## config.mk

```make
export PLATFORM = sky130hd
export DESIGN_NAME = ttc_test_generator
export DESIGN_NICKNAME = d
export VERILOG_FILES = /design/src/rtl/ttc_test_generator.sv
export SDC_FILE = /design/constraint.sdc
export NUM_CORES = 1
export LEC_CHECK = 0
export CAP_MARGIN = 5
export CELL_PAD_IN_SITES_DETAIL_PLACEMENT = 1
export CELL_PAD_IN_SITES_GLOBAL_PLACEMENT = 1
export CORE_MARGIN = 3
export CORE_UTILIZATION = 42
export CTS_CLUSTER_DIAMETER = 200
export DETAILED_ROUTE_END_ITERATION = 8
export HOLD_SLACK_MARGIN = 0.12
export PLACE_DENSITY_LB_ADDON = 0.15
export SLEW_MARGIN = 5
export SYNTH_ARGS = -nofsm -noshare
export SYNTH_HDL_FRONTEND = slang
export SYNTH_SLANG_ARGS = --single-unit
```

## constraint.sdc

```tcl
create_clock -name clock -period 4.05 [get_ports clock]
set_input_delay 0.6075 -clock clock [delete_from_list [all_inputs] [get_ports clock]]
set_output_delay 0.6075 -clock clock [all_outputs]
set_load 0.03 [all_outputs]
```

## src/rtl/ttc_test_generator.sv

```systemverilog
// Local TTC command source: emulates the LHC orbit and generates bc0, periodic/burst L1A,
// resync (with holdoff) and vfat_reset pulses for standalone running.
module ttc_test_generator #(
  parameter int BX_PER_ORBIT    = 3564,
  parameter int BC0_BX          = 0,
  parameter int RESYNC_BX       = 100,
  parameter int RESYNC_HOLDOFF  = 64,
  parameter int L1A_MIN_SPACING = 3
) (
  input  logic        clock,
  input  logic        reset,
  input  logic        enable_i,
  input  logic [23:0] l1a_period_i,
  input  logic        l1a_burst_req_i,
  input  logic [7:0]  l1a_burst_len_i,
  input  logic        resync_req_i,
  input  logic        vfat_reset_req_i,
  output logic        ttc_l1a_o,
  output logic        ttc_bc0_o,
  output logic        ttc_resync_o,
  output logic        vfat_reset_o,
  output logic        resync_ack_o,
  output logic        busy_o,
  output logic [11:0] bx_cnt_o,
  output logic [15:0] orbit_cnt_o,
  output logic [31:0] l1a_cnt_o
);

  localparam int BX_W   = 12;
  localparam int HOLD_W = $clog2(RESYNC_HOLDOFF + 1);
  localparam int GAP_W  = $clog2(L1A_MIN_SPACING + 1);

  typedef enum logic [1:0] {S_IDLE, S_WAIT, S_FIRE, S_HOLDOFF} state_t;

  state_t              r_state, w_state_next;
  logic                r_pending, w_pending_next;
  logic [HOLD_W-1:0]   r_hold, w_hold_next;
  logic [BX_W-1:0]     r_bx;
  logic [15:0]         r_orbit;
  logic [23:0]         r_period, r_pcnt;
  logic [7:0]          r_burst_rem;
  logic [GAP_W-1:0]    r_gap;
  logic [31:0]         r_l1a_cnt;
  logic                r_l1a, r_bc0, r_resync, r_ack, r_vfat, r_vfat_prev;

  logic w_fire, w_to_fire, w_l1a_ok, w_ptrig, w_burst_issue, w_issue;

  assign w_fire        = (r_state == S_FIRE);
  assign w_to_fire     = (r_state == S_WAIT) && (r_bx == BX_W'(RESYNC_BX));
  assign w_l1a_ok      = enable_i && ((r_state == S_IDLE) || (r_state == S_WAIT)) && (r_gap == '0);
  assign w_ptrig       = (r_period != '0) && (r_pcnt == r_period - 24'd1);
  assign w_burst_issue = w_l1a_ok && (r_burst_rem != '0);
  assign w_issue       = w_l1a_ok && ((r_burst_rem != '0) || w_ptrig);

  always_comb begin
    w_state_next   = r_state;
    w_pending_next = r_pending;
    w_hold_next    = r_hold;
    case (r_state)
      S_IDLE: begin
        if (resync_req_i || r_pending) begin
          w_state_next   = S_WAIT;
          w_pending_next = 1'b0;
        end
      end
      S_WAIT: begin
        if (w_to_fire) w_state_next = S_FIRE;
      end
      S_FIRE: begin
        w_state_next = S_HOLDOFF;
        w_hold_next  = '0;
        if (resync_req_i) w_pending_next = 1'b1;
      end
      S_HOLDOFF: begin
        if (resync_req_i) w_pending_next = 1'b1;
        if (r_hold == HOLD_W'(RESYNC_HOLDOFF - 1)) w_state_next = S_IDLE;
        else w_hold_next = r_hold + HOLD_W'(1);
      end
      default: w_state_next = S_IDLE;
    endcase
  end

  always_ff @(posedge clock or negedge reset) begin
    if (!reset) begin
      r_state   <= S_IDLE;
      r_pending <= 1'b0;
      r_hold    <= '0;
    end else begin
      r_state   <= w_state_next;
      r_pending <= w_pending_next;
      r_hold    <= w_hold_next;
    end
  end

  // Orbit counters free-run; leaving FIRE realigns them to BX 0 of orbit 0.
  always_ff @(posedge clock or negedge reset) begin
    if (!reset) begin
      r_bx    <= '0;
      r_orbit <= '0;
    end else if (w_fire) begin
      r_bx    <= '0;
      r_orbit <= '0;
    end else if (r_bx == BX_W'(BX_PER_ORBIT - 1)) begin
      r_bx    <= '0;
      r_orbit <= r_orbit + 16'd1;
    end else begin
      r_bx <= r_bx + BX_W'(1);
    end
  end

  // The period is latched only at reload so a mid-cycle change cannot truncate a period.
  always_ff @(posedge clock or negedge reset) begin
    if (!reset) begin
      r_period <= '0;
      r_pcnt   <= '0;
    end else if ((r_period == '0) || w_ptrig) begin
      r_pcnt   <= '0;
      r_period <= l1a_period_i;
    end else begin
      r_pcnt <= r_pcnt + 24'd1;
    end
  end

  always_ff @(posedge clock or negedge reset) begin
    if (!reset) begin
      r_burst_rem <= '0;
      r_gap       <= '0;
      r_l1a_cnt   <= '0;
    end else begin
      if (w_issue) r_gap <= GAP_W'(L1A_MIN_SPACING - 1);
      else if (r_gap != '0) r_gap <= r_gap - GAP_W'(1);
      if (w_fire) begin
        r_burst_rem <= '0;
        r_l1a_cnt   <= '0;
      end else begin
        if (w_issue) r_l1a_cnt <= r_l1a_cnt + 32'd1;
        // Loading a zero length leaves the burst idle, which drops the request.
        if (r_burst_rem == '0) begin
          if (l1a_burst_req_i) r_burst_rem <= l1a_burst_len_i;
        end else if (w_burst_issue) begin
          r_burst_rem <= r_burst_rem - 8'd1;
        end
      end
    end
  end

  always_ff @(posedge clock or negedge reset) begin
    if (!reset) begin
      r_l1a       <= 1'b0;
      r_bc0       <= 1'b0;
      r_resync    <= 1'b0;
      r_ack       <= 1'b0;
      r_vfat      <= 1'b0;
      r_vfat_prev <= 1'b0;
    end else begin
      r_l1a       <= w_issue;
      r_bc0       <= enable_i && (r_bx == BX_W'(BC0_BX));
      r_resync    <= enable_i && w_to_fire;
      r_ack       <= w_to_fire;
      r_vfat      <= enable_i && vfat_reset_req_i && !r_vfat_prev;
      r_vfat_prev <= vfat_reset_req_i;
    end
  end

  assign ttc_l1a_o    = r_l1a;
  assign ttc_bc0_o    = r_bc0;
  assign ttc_resync_o = r_resync;
  assign resync_ack_o = r_ack;
  assign vfat_reset_o = r_vfat;
  assign busy_o       = (r_state != S_IDLE) || (r_burst_rem != '0);
  assign bx_cnt_o     = r_bx;
  assign orbit_cnt_o  = r_orbit;
  assign l1a_cnt_o    = r_l1a_cnt;

endmodule

```

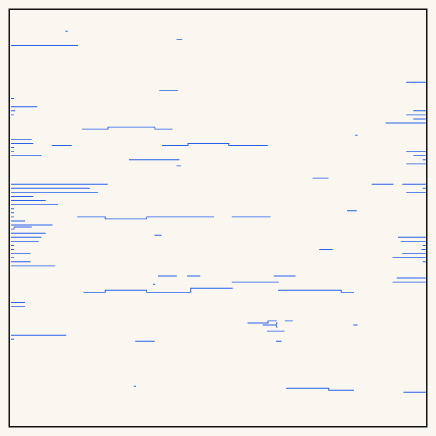
Figure 1: signal wires on met3.
(3 px per µm)
The wires run mostly horizontal. 73 nets have wire on it. The layer holds 3.7% of the routed length. The layer carries 770 µm of wire.

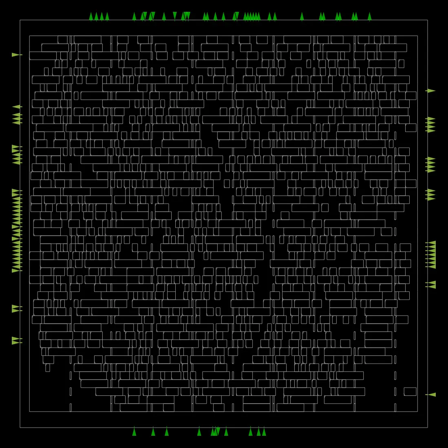
Figure 2: cell outlines without signal wires.
final core utilization: 0.549
Seq area share: 0.362
FILL cells: 1901
Tap Cells: 220
fin cells: 1115

==> results.py <==
# Generated from Yosys and OpenROAD reports
metrics = {
    "global_route": {
        "grt_start_max_net_pins": 110,
        "antenna_found_initial": 0,
        "grt.total_usage": 0.219,
        "overflow": 0,
    },
    "logic_synthesis": {
        "avgSynthCellArea_um2": 9.40,
        "ys_ff": 134,
        "ys_top_cells_by_count": "134 x dfrtp_1, 123 x nor2_1, 51 x nand2_1, 45 x mux2_2, 44 x xor2_1",
        "yosys_cells": 786,
        "fp_nets": 837,
        "syn_inst": 786,
        "synthDistinctLibCells": 50,
    },
    "layout": {
        "seq_area_um2": 3350,
        "comb_area_um2": 3840,
        "largestClassByArea": "logic gates",
    },
    "final_timing": {
        "period_used_share": 0.945,
        "hold_viol": 0,
        "period_minus_slack_ps": 3830,
        "maxSlewHeadroom": 0.205,
    },
    "clock_network": {
        "cts_hold_buffers": 0,
        "postCtsSetupRepairBufs": 0,
    },
    "run_status": {
        "status": "completed",
    },
    "route": {
        "wl_met3_um": 770,
        "routed_via_density": 5.65,
    },
    "power": {
        "switching_power_mw": 1.42,
        "pwr-share-seq": 0.374,
        "clk-power_mw": 1.58,
        "ir_worst_vdd_v": 0.000313,
    },
    "placement": {
        "pre_cts_ws_ps": 345,
        "place_congestion": 0.841,
    },
    "run": {
        "warnings": 32,
    },
    "floorplanning": {
        "initCoreUtil": 0.438,
        "die-area_um2": 19200,
        "core_um2": 16900,
    },
}
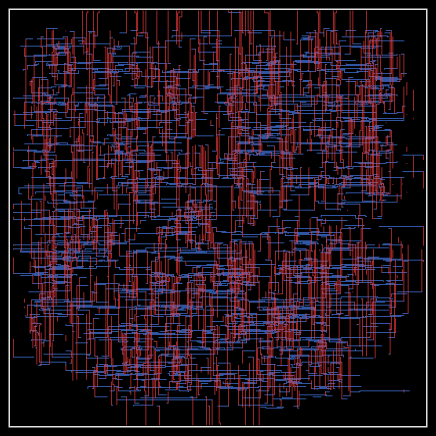
Figure 3: wiring by layer.
(3 px per µm) Only two layers are drawn.
metal 2: in red, wire length 10700 µm. metal 1: in blue, wire length 9020 µm.

## cell families (layout without fill, tap and decap cells)
logic type                 after synthesis  count (layout)  synth area share
DFF                                    134             134             0.454
adders and majority gates               13              13            0.0220
muxes                                   50              50            0.0753
and+or+nand+nor                        377             377             0.261
AOI/OAI and AO/OA                       77              77            0.0647
xor gates and xnor gates                80              80            0.0948
buffers and inverters                   55             164            0.0288
## flip-flops by register name (all words and copies together) (netlist names)
| signal | cells |
|---|---|
| resync_ack_o | 1 |
| ttc_l1a_o | 1 |
| r_gap | 2 |
| ttc_resync_o | 1 |
| r_pending | 1 |
| orbit_cnt_o | 16 |
| l1a_cnt_o | 32 |
| r_pcnt | 24 |
| r_period | 24 |
| r_burst_rem | 8 |
| ttc_bc0_o | 1 |
| r_hold | 7 |
| r_state | 2 |
| vfat_reset_o | 1 |
| r_vfat_prev | 1 |
| bx_cnt_o | 12 |
## per-layer routing
| layer | track usage | vias up |
|---|---|---|
| met5 | 0 | - |
| met3 | 0.0503 | 20 |
| li1 | - | 2955 |
| met4 | 0.0721 | 0 |
| met1 | 0.266 | 3218 |
| met2 | 0.384 | 110 |
## stage by stage
stage	util	area (µm²)	total power, mW	hold slack (ps)
global placement	0.514	8670	2.62	384
global route	0.549	9260	4.52	426
detailed placement	0.514	8670	2.70	390
finish	0.549	9260	4.26	307
CTS	0.549	9260	4.31	377
floorplan	-	7390	2.30	312
## worst max-delay path, stage by stage, from the launching register on
cell and delay (ps):
dfrtp_1 430, or4_1 710, nor4_4 540, nand3_1 160
xnor2_1 240, nand4_1 140, nor4_2 390, nor2_2 100
buf_12 190, nor4_1 410, mux2_2 380
Power is estimated from default activity; no workload was simulated.
